Run 1, supply network:
Pins as bars on the die edge. Tap cells in grey.
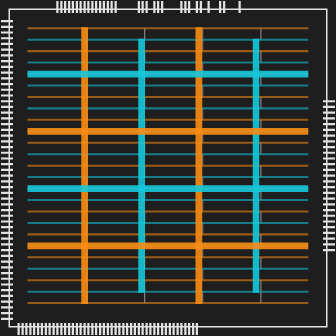
Run 1, cells coloured by class:
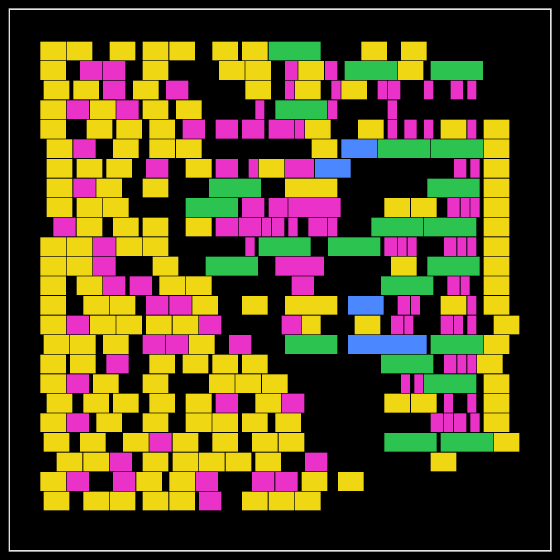
Run 1, clock distribution:
The bar under the picture is 20 um long.
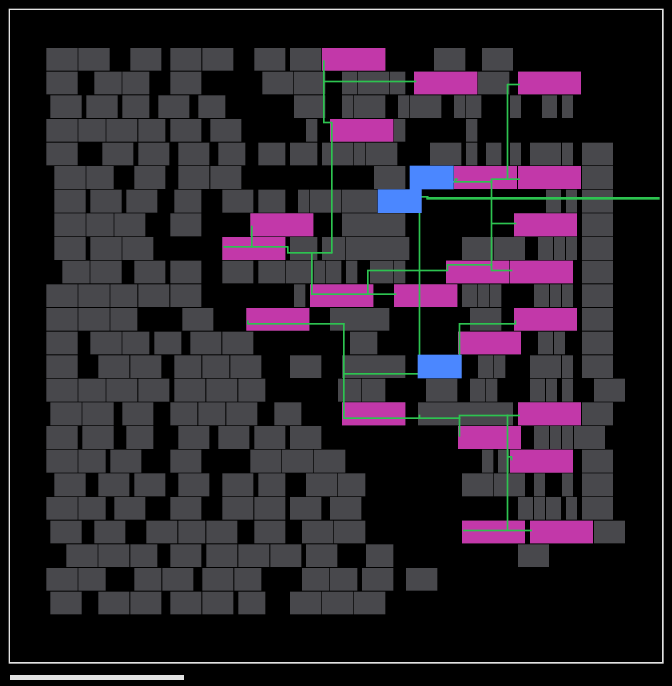
Run 1, wiring by layer:
The bar under the picture is 20 um long.
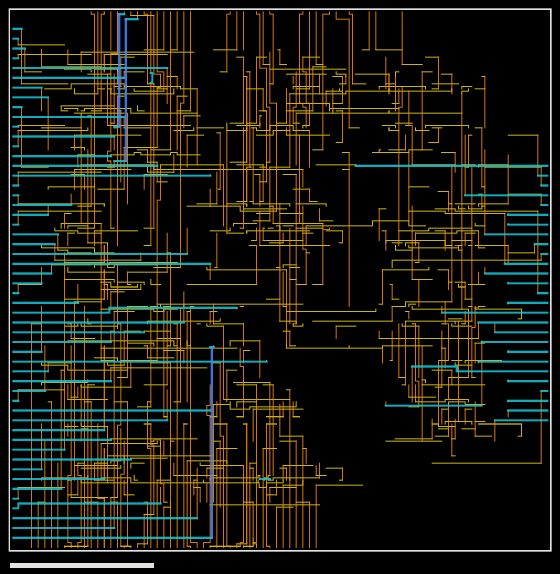
<file path="src/rtl/alu_share_arb.sv">
`default_nettype none
// ============================================================================
//  Module      : alu_share_arb
//  Description : Shares one WIDTH-bit ALU between two requesters (port 0:
//                execute stage, port 1: address/branch helper). Round-robin
//                grant, operand/control muxing onto the ALU, one-cycle
//                registered result return and ownership of the architectural
//                V/N/Z flag register.
//                Optional feature macro: ALU_SHARE_LOCK_EN (locked grants,
//                bounded by LOCK_MAX consecutive grants to one port).
//  Revision    : 1.0 - initial release
// ============================================================================
module alu_share_arb #(
    parameter int WIDTH     = 16,
    parameter int CTRL_W    = 4,
    parameter int FLAG_PORT = 0,
    parameter int LOCK_MAX  = 4
) (
    input  logic              clk,
    input  logic              rst,
    // requester 0
    input  logic              req0,
    input  logic [WIDTH-1:0]  req0_a,
    input  logic [WIDTH-1:0]  req0_b,
    input  logic [CTRL_W-1:0] req0_ctrl,
    input  logic              req0_flag_we,
    input  logic              req0_lock,
    output logic              gnt0,
    output logic              rsp0_vld,
    // requester 1
    input  logic              req1,
    input  logic [WIDTH-1:0]  req1_a,
    input  logic [WIDTH-1:0]  req1_b,
    input  logic [CTRL_W-1:0] req1_ctrl,
    input  logic              req1_flag_we,
    input  logic              req1_lock,
    output logic              gnt1,
    output logic              rsp1_vld,
    // shared response
    output logic [WIDTH-1:0]  rsp_result,
    // ALU side
    output logic [WIDTH-1:0]  alu_a,
    output logic [WIDTH-1:0]  alu_b,
    output logic [CTRL_W-1:0] alu_ctrl,
    input  logic [WIDTH-1:0]  alu_result,
    input  logic              alu_v,
    input  logic              alu_n,
    input  logic              alu_z,
    // architectural flags
    output logic              flag_v,
    output logic              flag_n,
    output logic              flag_z
);

    localparam int c_CNT_W = $clog2(LOCK_MAX + 1);

    typedef enum logic [1:0] {
        ST_ARB   = 2'd0,
        ST_LOCK0 = 2'd1,
        ST_LOCK1 = 2'd2
    } state_t;

    state_t             r_state_q;
    state_t             w_state_d;
    logic [c_CNT_W-1:0] r_cnt_q;
    logic [c_CNT_W-1:0] w_cnt_d;
    logic               r_last_gnt_q;
    logic               w_last_gnt_d;
    logic               r_rsp0_vld_q;
    logic               w_rsp0_vld_d;
    logic               r_rsp1_vld_q;
    logic               w_rsp1_vld_d;
    logic [WIDTH-1:0]   r_rsp_result_q;
    logic [WIDTH-1:0]   w_rsp_result_d;
    logic [2:0]         r_flags_q;
    logic [2:0]         w_flags_d;

    logic               w_gnt0;
    logic               w_gnt1;
    logic               w_flag_load;

    // Grant selection: lock states restrict to the owner, otherwise
    // round-robin with the port that did not win last time taking ties.
    // Grants are suppressed while reset is asserted so nothing is launched.
    always_comb begin
        w_gnt0       = 1'b0;
        w_gnt1       = 1'b0;
        w_last_gnt_d = r_last_gnt_q;
        if (!rst) begin
            case (r_state_q)
                ST_LOCK0: w_gnt0 = req0;
                ST_LOCK1: w_gnt1 = req1;
                default: begin
                    if (req0 && req1) begin
                        w_gnt0 = r_last_gnt_q;
                        w_gnt1 = !r_last_gnt_q;
                    end else begin
                        w_gnt0 = req0;
                        w_gnt1 = req1;
                    end
                end
            endcase
            if (w_gnt0) begin
                w_last_gnt_d = 1'b0;
            end else if (w_gnt1) begin
                w_last_gnt_d = 1'b1;
            end
        end
    end

`ifdef ALU_SHARE_LOCK_EN
    localparam logic [c_CNT_W-1:0] c_LOCK_MAX    = c_CNT_W'(LOCK_MAX);
    localparam logic [c_CNT_W-1:0] c_CNT_ONE     = c_CNT_W'(1);
    localparam bit                 c_LOCK_USABLE = (LOCK_MAX > 1);

    logic [c_CNT_W-1:0] w_cnt_inc;

    // Lock FSM: the grant that enters a lock counts as the first locked grant;
    // reaching LOCK_MAX forces a return to arbitration with last_gnt pointing
    // at the locked port so the other port wins the next contention.
    always_comb begin
        w_state_d = r_state_q;
        w_cnt_d   = r_cnt_q;
        w_cnt_inc = r_cnt_q + c_CNT_ONE;
        case (r_state_q)
            ST_ARB: begin
                w_cnt_d = '0;
                if (c_LOCK_USABLE && w_gnt0 && req0_lock) begin
                    w_state_d = ST_LOCK0;
                    w_cnt_d   = c_CNT_ONE;
                end else if (c_LOCK_USABLE && w_gnt1 && req1_lock) begin
                    w_state_d = ST_LOCK1;
                    w_cnt_d   = c_CNT_ONE;
                end
            end
            ST_LOCK0: begin
                if (!w_gnt0 || !req0_lock || (w_cnt_inc >= c_LOCK_MAX)) begin
                    w_state_d = ST_ARB;
                    w_cnt_d   = '0;
                end else begin
                    w_cnt_d = w_cnt_inc;
                end
            end
            ST_LOCK1: begin
                if (!w_gnt1 || !req1_lock || (w_cnt_inc >= c_LOCK_MAX)) begin
                    w_state_d = ST_ARB;
                    w_cnt_d   = '0;
                end else begin
                    w_cnt_d = w_cnt_inc;
                end
            end
            default: begin
                w_state_d = ST_ARB;
                w_cnt_d   = '0;
            end
        endcase
    end
`else
    logic w_unused_lock;

    // Without locking the FSM never leaves arbitration.
    always_comb begin
        w_state_d = ST_ARB;
        w_cnt_d   = '0;
    end

    assign w_unused_lock = ^{req0_lock, req1_lock, r_cnt_q};
`endif

    // Only the flag-owning port may load flags, and only on its own grant.
    always_comb begin
        if (FLAG_PORT == 0) begin
            w_flag_load = w_gnt0 && req0_flag_we;
        end else begin
            w_flag_load = w_gnt1 && req1_flag_we;
        end
    end

    // Next-state for the response and flag registers.
    always_comb begin
        w_rsp0_vld_d   = w_gnt0;
        w_rsp1_vld_d   = w_gnt1;
        w_rsp_result_d = r_rsp_result_q;
        w_flags_d      = r_flags_q;
        if (w_gnt0 || w_gnt1) begin
            w_rsp_result_d = alu_result;
        end
        if (w_flag_load) begin
            w_flags_d = {alu_v, alu_n, alu_z};
        end
    end

    // Operand/control mux onto the ALU; idle drives zeros.
    always_comb begin
        alu_a    = '0;
        alu_b    = '0;
        alu_ctrl = '0;
        if (w_gnt0) begin
            alu_a    = req0_a;
            alu_b    = req0_b;
            alu_ctrl = req0_ctrl;
        end else if (w_gnt1) begin
            alu_a    = req1_a;
            alu_b    = req1_b;
            alu_ctrl = req1_ctrl;
        end
    end

    // State registers; reset discards any in-flight result.
    always_ff @(posedge clk) begin
        if (rst) begin
            r_state_q      <= ST_ARB;
            r_cnt_q        <= '0;
            r_last_gnt_q   <= 1'b1;
            r_rsp0_vld_q   <= 1'b0;
            r_rsp1_vld_q   <= 1'b0;
            r_rsp_result_q <= '0;
            r_flags_q      <= 3'b000;
        end else begin
            r_state_q      <= w_state_d;
            r_cnt_q        <= w_cnt_d;
            r_last_gnt_q   <= w_last_gnt_d;
            r_rsp0_vld_q   <= w_rsp0_vld_d;
            r_rsp1_vld_q   <= w_rsp1_vld_d;
            r_rsp_result_q <= w_rsp_result_d;
            r_flags_q      <= w_flags_d;
        end
    end

    assign gnt0       = w_gnt0;
    assign gnt1       = w_gnt1;
    assign rsp0_vld   = r_rsp0_vld_q;
    assign rsp1_vld   = r_rsp1_vld_q;
    assign rsp_result = r_rsp_result_q;
    assign flag_v     = r_flags_q[2];
    assign flag_n     = r_flags_q[1];
    assign flag_z     = r_flags_q[0];

endmodule
`default_nettype wire

</file>
<file path="config.mk">
export PLATFORM = sky130hd
export DESIGN_NAME = alu_share_arb
export DESIGN_NICKNAME = d
export VERILOG_FILES = /design/src/rtl/alu_share_arb.sv
export SDC_FILE = /design/constraint.sdc
export NUM_CORES = 1
export LEC_CHECK = 0
export CAP_MARGIN = 10
export CORE_MARGIN = 4
export CORE_UTILIZATION = 27
export CTS_CLUSTER_DIAMETER = 80
export DETAILED_ROUTE_END_ITERATION = 10
export PLACE_DENSITY = 0.86
export RECOVER_POWER = 25
export SYNTH_ARGS = -nofsm -noshare
export SYNTH_HDL_FRONTEND = slang
export SYNTH_SLANG_ARGS = --single-unit
export TNS_END_PERCENT = 50
</file>
<file path="constraint.sdc">
create_clock -name clk -period 3.3 [get_ports clk]
set_clock_uncertainty 0.15 [all_clocks]
set_input_delay 0.33 -clock clk [delete_from_list [all_inputs] [get_ports clk]]
set_output_delay 0.33 -clock clk [all_outputs]
set_load 0.01 [all_outputs]
</file>
==> flow_summary.json, run 1 <==
{
  "synth_cells": 141,
  "reg2reg_from": "r_last_gnt_q$_SDFFE_PP1P_",
  "ys_sh_xor_pct": 0,
  "simple_gate_share_pct": 13.2,
  "tightestPinTransition_ns": 0.608,
  "r2r-end": "r_flags_q[2]$_SDFFE_PP0P_",
  "grt_pass1_vias": 1666,
  "final_max_slew_viol_count": 0,
  "area_growth_pct": 135,
  "tns_ns": 0,
  "dp_hpwl_um": 4500,
  "endpoint_kind": "primary output",
  "min_from": "rsp_result[14]$_SDFFE_PP0P_",
  "fmax_mhz": 349,
  "tool_warnings": 29,
  "io_pins": 158,
  "cpLargestDelayFamily": "buffers and inverters",
  "syn-cell-area_um2": 1210,
  "firstDrtPassIters": 4,
  "grt_overflow_total": 0,
  "outcome": "finished, final reports clean",
  "first_iter_violations": 43,
  "crit_fanout": 40,
  "synthMuxAreaShare_pct": 0,
  "hold_buffers": 0,
  "cts_max_path_buffers": 2,
  "yosys-stat-area_um2": 1210,
  "rows": 24,
  "period_used_pct": 86.9,
  "avgRoutedWirePerCell_um": 16.2,
  "insertion_delay_ns": 0.26,
  "comb_area_um2": 668,
  "maxCapViolCount": 0,
  "cp_cell_sequence": "dlygate4sd3_1, nor3b_4, buf_12, a22o_1, clkdlybuf4s50_1",
  "met3_usage_pct": 10.9,
  "rsz0062_at_grt": "false",
  "ys.flops": 22
}
Back to the opening pictures, 'supply network':
legend:
  orange:
    net: VSS
  cyan:
    net: VDD
rows: 24
met5 straps: 4
met1 rails: 25
signal pins: 158

Back to the opening pictures, 'cells coloured by class':
legend:
  blue:
    class: clock drivers and dummy loads
    cells: 4
    share_of_their_area: 2.6%
  magenta:
    class: remaining logic cells
    cells: 105
    share_of_their_area: 25%
  yellow:
    class: remaining buffers and delay cells
    cells: 157
    share_of_their_area: 57%
  green:
    class: registers
    cells: 22
    share_of_their_area: 16%

Back to the opening pictures, 'clock distribution':
legend:
  magenta:
    item: flip-flops
    count: 22
  green:
    item: clock wires
    length: 265 um
  blue:
    item: clock-net drivers
    count: 3
routed clock nets: 4

Back to the opening pictures, 'wiring by layer':
legend:
  cyan:
    layer: M3
    wire_length: 810 um
  blue:
    layer: M4
    wire_length: 61.9 um
  orange:
    layer: M2
    wire_length: 2800 um
  yellow:
    layer: M1
    wire_length: 1870 um

run 1: stage by stage:
stage          hold slack, ns  power (W)  cell area [um2]  worst slack (ns)  cells
2_1_floorplan           0.315   0.000400             1210              1.55    141
3_3_place_gp            0.293   0.000614             2780             0.493    336
3_5_place_dp            0.297   0.000618             2780             0.491    336
4_1_cts                 0.308   0.000871             2850             0.498    340
5_1_grt                 0.320   0.000896             2860             0.319    341
6_report                0.302   0.000854             2860             0.431    341
run 1: cell usage after synthesis (all sizes together):
library cell	number	share of area (%)
o21bai	1	0.93
inv	5	1.5
a21oi	16	6.6
or2b	1	0.62
o21ba	1	0.82
a311oi	3	2.2
buf	12	6.9
clkbuf	2	0.72
nand2	32	9.9
nor3b	2	1.6
dfxtp	22	36
nor2	1	0.31
a31o	3	2.2
a211oi	2	2.3
nor2b	1	0.72
a22o	36	26
o21ai	1	0.41
run 1: where the power goes:
part / leakage [nW] / internal (W) / switching [W]
Sequential: 0.181 / 0.000280 / 0.00000751
Combinational: 0.896 / 0.000208 / 0.000110
Clock: 0.0357 / 0.000162 / 0.0000866
run 1: layout make-up:
class / count / share of cell area [%]
clock buffer: 3 / 1.45
antenna: 1 / 0.0876
inverter: 5 / 0.657
timing repair buffer: 157 / 55.7
multi-input combinational: 100 / 23.4
tap: 52 / 2.28
sequential: 22 / 15.4
clock inverter: 1 / 1.05
run 1: registers in the layout, summed over array words and instances, names as in the netlist:
name	count
r_flags_q	3
rsp1_vld	1
rsp_result	16
r_last_gnt_q	1
rsp0_vld	1
run 1: logic make-up after synthesis:
kind of cell / Yosys count
AND/OR/NAND/NOR: 37
flip-flops: 22
AND-OR/OR-AND: 63
buffers and inverters: 19
==> run 1 -> run 2 <==
--- a/config.mk
+++ b/config.mk
@@ -5,6 +5,7 @@
 export SDC_FILE = /design/constraint.sdc
 export NUM_CORES = 1
 export LEC_CHECK = 0
+export ABC_CLOCK_PERIOD_IN_PS = 3300
 export CAP_MARGIN = 10
 export CORE_MARGIN = 4
 export CORE_UTILIZATION = 27
Run 2, wiring by layer:
The bar under the picture is 20 um long.
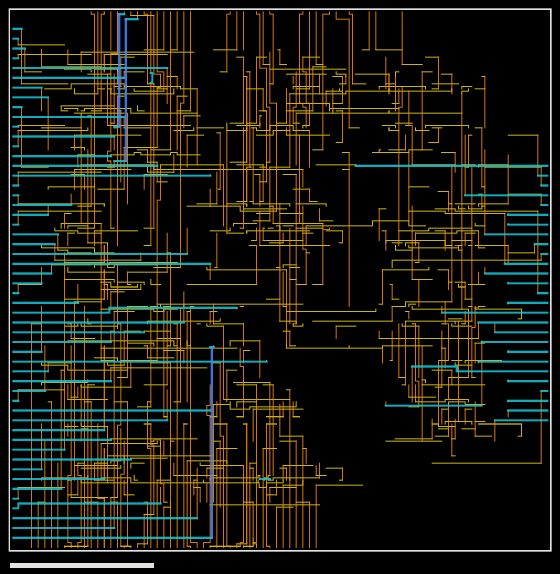
legend:
  blue:
    layer: M4
    wire_length: 61.9 um
  yellow:
    layer: M1
    wire_length: 1870 um
  cyan:
    layer: M3
    wire_length: 810 um
  orange:
    layer: M2
    wire_length: 2800 um

Run 2, routing congestion map:
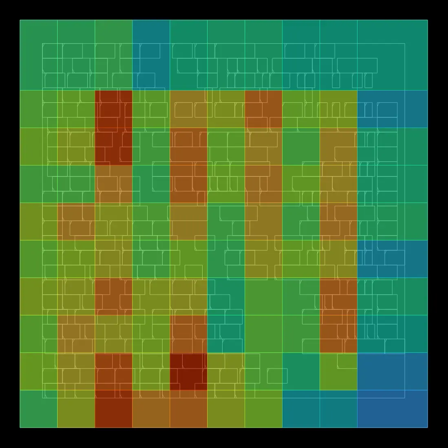
Util after Layout: 65.6%
overall routing resource usage: 18.3%
grt met1 use: 17.8%
met2 usage: 33.5%

Run 2, cells coloured by class:
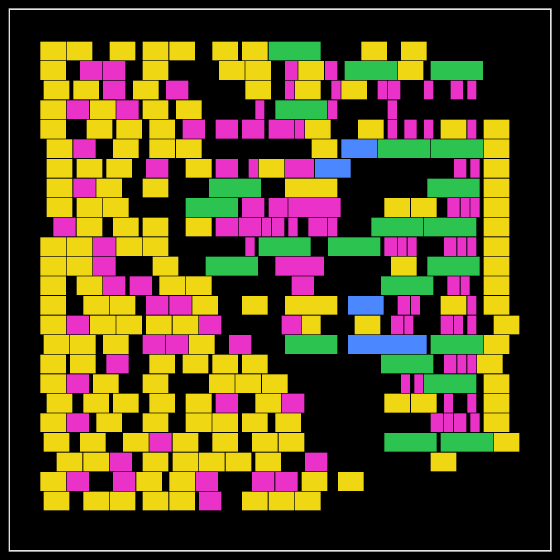
legend:
  blue:
    class: clock drivers and dummy loads
    cells: 4
    share_of_their_area: 2.6%
  green:
    class: registers
    cells: 22
    share_of_their_area: 16%
  magenta:
    class: remaining logic cells
    cells: 105
    share_of_their_area: 25%
  yellow:
    class: remaining buffers and delay cells
    cells: 157
    share_of_their_area: 57%

==> run 2 against run 1 <==
Compared with the run above:
- hold slack stayed put
- clock-buffer cell count unchanged
- global-route usage is the same
- combinational power about the same
- critical path depth did not move
- critical endpoint unchanged
- utilization unchanged
- die area stayed put
- total power stayed put
==> flow_summary.json, run 2 <==
{
  "yosys-stat-area_um2": 1210,
  "slew-limit-headroom_pct": 59.5,
  "final_max_slew_viol_count": 0,
  "syn_nets": 240,
  "grt_pass1_vias": 1666,
  "cts_resized": 0,
  "cts-root-buf": "clkbuf_8",
  "synth.top_cells.by_count": "36 x a22o_1, 32 x nand2_1, 22 x dfxtp_1",
  "swShare_pct": 23.9,
  "cp_cell_sequence": "dlygate4sd3_1, nor3b_4, buf_12, a22o_1, clkdlybuf4s50_1",
  "drive_above_1_share_pct": 5.21,
  "final_hold_viol_count": 0,
  "area_growth_pct": 135,
  "r2r_cells": 4,
  "cts_max_path_buffers": 2,
  "fin_area_um2": 2860,
  "final_common_cell": "clkdlybuf4s50_1",
  "max_stage_delay_ns": 0.78,
  "io_pins": 158,
  "dp_cells": 336,
  "ant_nets": 0,
  "rows": 24,
  "dp_hpwl_um": 4500,
  "ir_drop_v": 0.000134,
  "outcome": "finished, final reports clean",
  "grt_overflow_total": 0,
  "area_leaders": "dfxtp_1 36%, a22o_1 26%, nand2_1 9.9%",
  "min_from": "rsp_result[14]$_SDFFE_PP0P_",
  "ys.flops": 22,
  "worst_slack_ns": 0.431,
  "cts_num_sinks": 22,
  "synth_cells": 141,
  "endpoint_kind": "primary output",
  "synth_area_leader_cell": "dfxtp_1",
  "htreeDepth": 1,
  "firstDrtPassIters": 4,
  "layout_min_cycle_time_ns": 2.87,
  "top_usage_layer": "met2",
  "p_per_area_nw_per_um2": 299,
  "p_int_w": 0.000650,
  "p_seq_share_pct": 33.7,
  "drc": 0,
  "place_worst_setup_slack_ns": 0.491,
  "period_used_pct": 86.9,
  "maxCapViolCount": 0,
  "cp-start-kind": "input port",
  "tool_warnings": 29,
  "first_iter_violations": 43,
  "ff2ff_setup_slack_ns": 1.92,
  "synth_cell_types": 24,
  "fmax_mhz": 349,
  "reg2reg_from": "r_last_gnt_q$_SDFFE_PP1P_",
  "avgRoutedWirePerCell_um": 16.2,
  "syn-cell-area_um2": 1210,
  "edf_count": 0,
  "r2r-end": "r_flags_q[2]$_SDFFE_PP0P_",
  "yosysMostFrequentCell": "a22o_1",
  "synthArstFlopShare_pct": 0,
  "placed_area_um2": 2780,
  "largest_reg_flops": 16,
  "clockPowerShare_pct": 29.1,
  "insertion_delay_ns": 0.26,
  "routed_wl_um": 5540,
  "instances_no_fill": 341,
  "hold_buffers": 0,
  "met3_usage_pct": 10.9,
  "crit_fanout": 40,
  "ff_type": "dfxtp_1",
  "top_area_share_pct": 36.3,
  "tns_ns": 0,
  "tightestPinTransition_ns": 0.608,
  "rsz0062_at_grt": "false",
  "grt_first_pass_wirelength_um": 7850,
  "final_nets": 388,
  "comb_power_share_pct": 37.2,
  "p_switching_w": 0.000204
}
[run 2: cell counts after synthesis]
No cell type changed its count.
[run 2: logic make-up (layout without fill, tap and decap cells)]
logic type,Yosys count,count (layout),synth area share [%]
other cells,0,1,0
flops,22,22,36.3
simple gates,37,37,13.2
buf+inv,19,166,9.17
compound gates,63,63,41.3
[run 2: area by class of cell]
cell class / instances / area, um2 / area share, %
Multi-Input combinational cell: 100 / 668 / 23.4
Inverter: 5 / 18.8 / 0.657
Clock inverter: 1 / 30.0 / 1.05
Timing Repair Buffer: 157 / 1590 / 55.7
Antenna cell: 1 / 2.50 / 0.0876
Sequential cell: 22 / 440 / 15.4
Tap cell: 52 / 65.1 / 2.28
Clock buffer: 3 / 41.3 / 1.45
[run 2: routing by layer]
layer  vias up  share of wire [%]  routed length (um)
met5         -                  0                   0
met2        90                 51                2800
li1        813                  -                   -
met4         0                1.1                  61
met1       712                 34                1870
met3         6                 15                 810
[run 2: worst max-delay path: cells and delay by family]
family,cells,cell delay (ns)
buffers and inverters,3,1.56
and+or+nand+nor,1,0.30
AOI/OAI and AO/OA,1,0.18
[run 2: stage by stage]
| stage | hold slack, ns | power [W] |
|---|---|---|
| 2_1_floorplan | 0.315 | 0.000400 |
| 3_3_place_gp | 0.293 | 0.000614 |
| 3_5_place_dp | 0.297 | 0.000618 |
| 4_1_cts | 0.308 | 0.000871 |
| 5_1_grt | 0.320 | 0.000896 |
| 6_report | 0.302 | 0.000854 |
[run 2: power by group through the flow]
stage	Combinational (W)	Sequential [W]	Clock, W
after floorplan	0.0000994	0.000301	0
after global placement	0.000320	0.000294	0
after detailed placement	0.000323	0.000295	0
after CTS	0.000326	0.000288	0.000257
after global routing	0.000340	0.000289	0.000267
final	0.000318	0.000288	0.000248
Power and IR drop assume default switching activity.
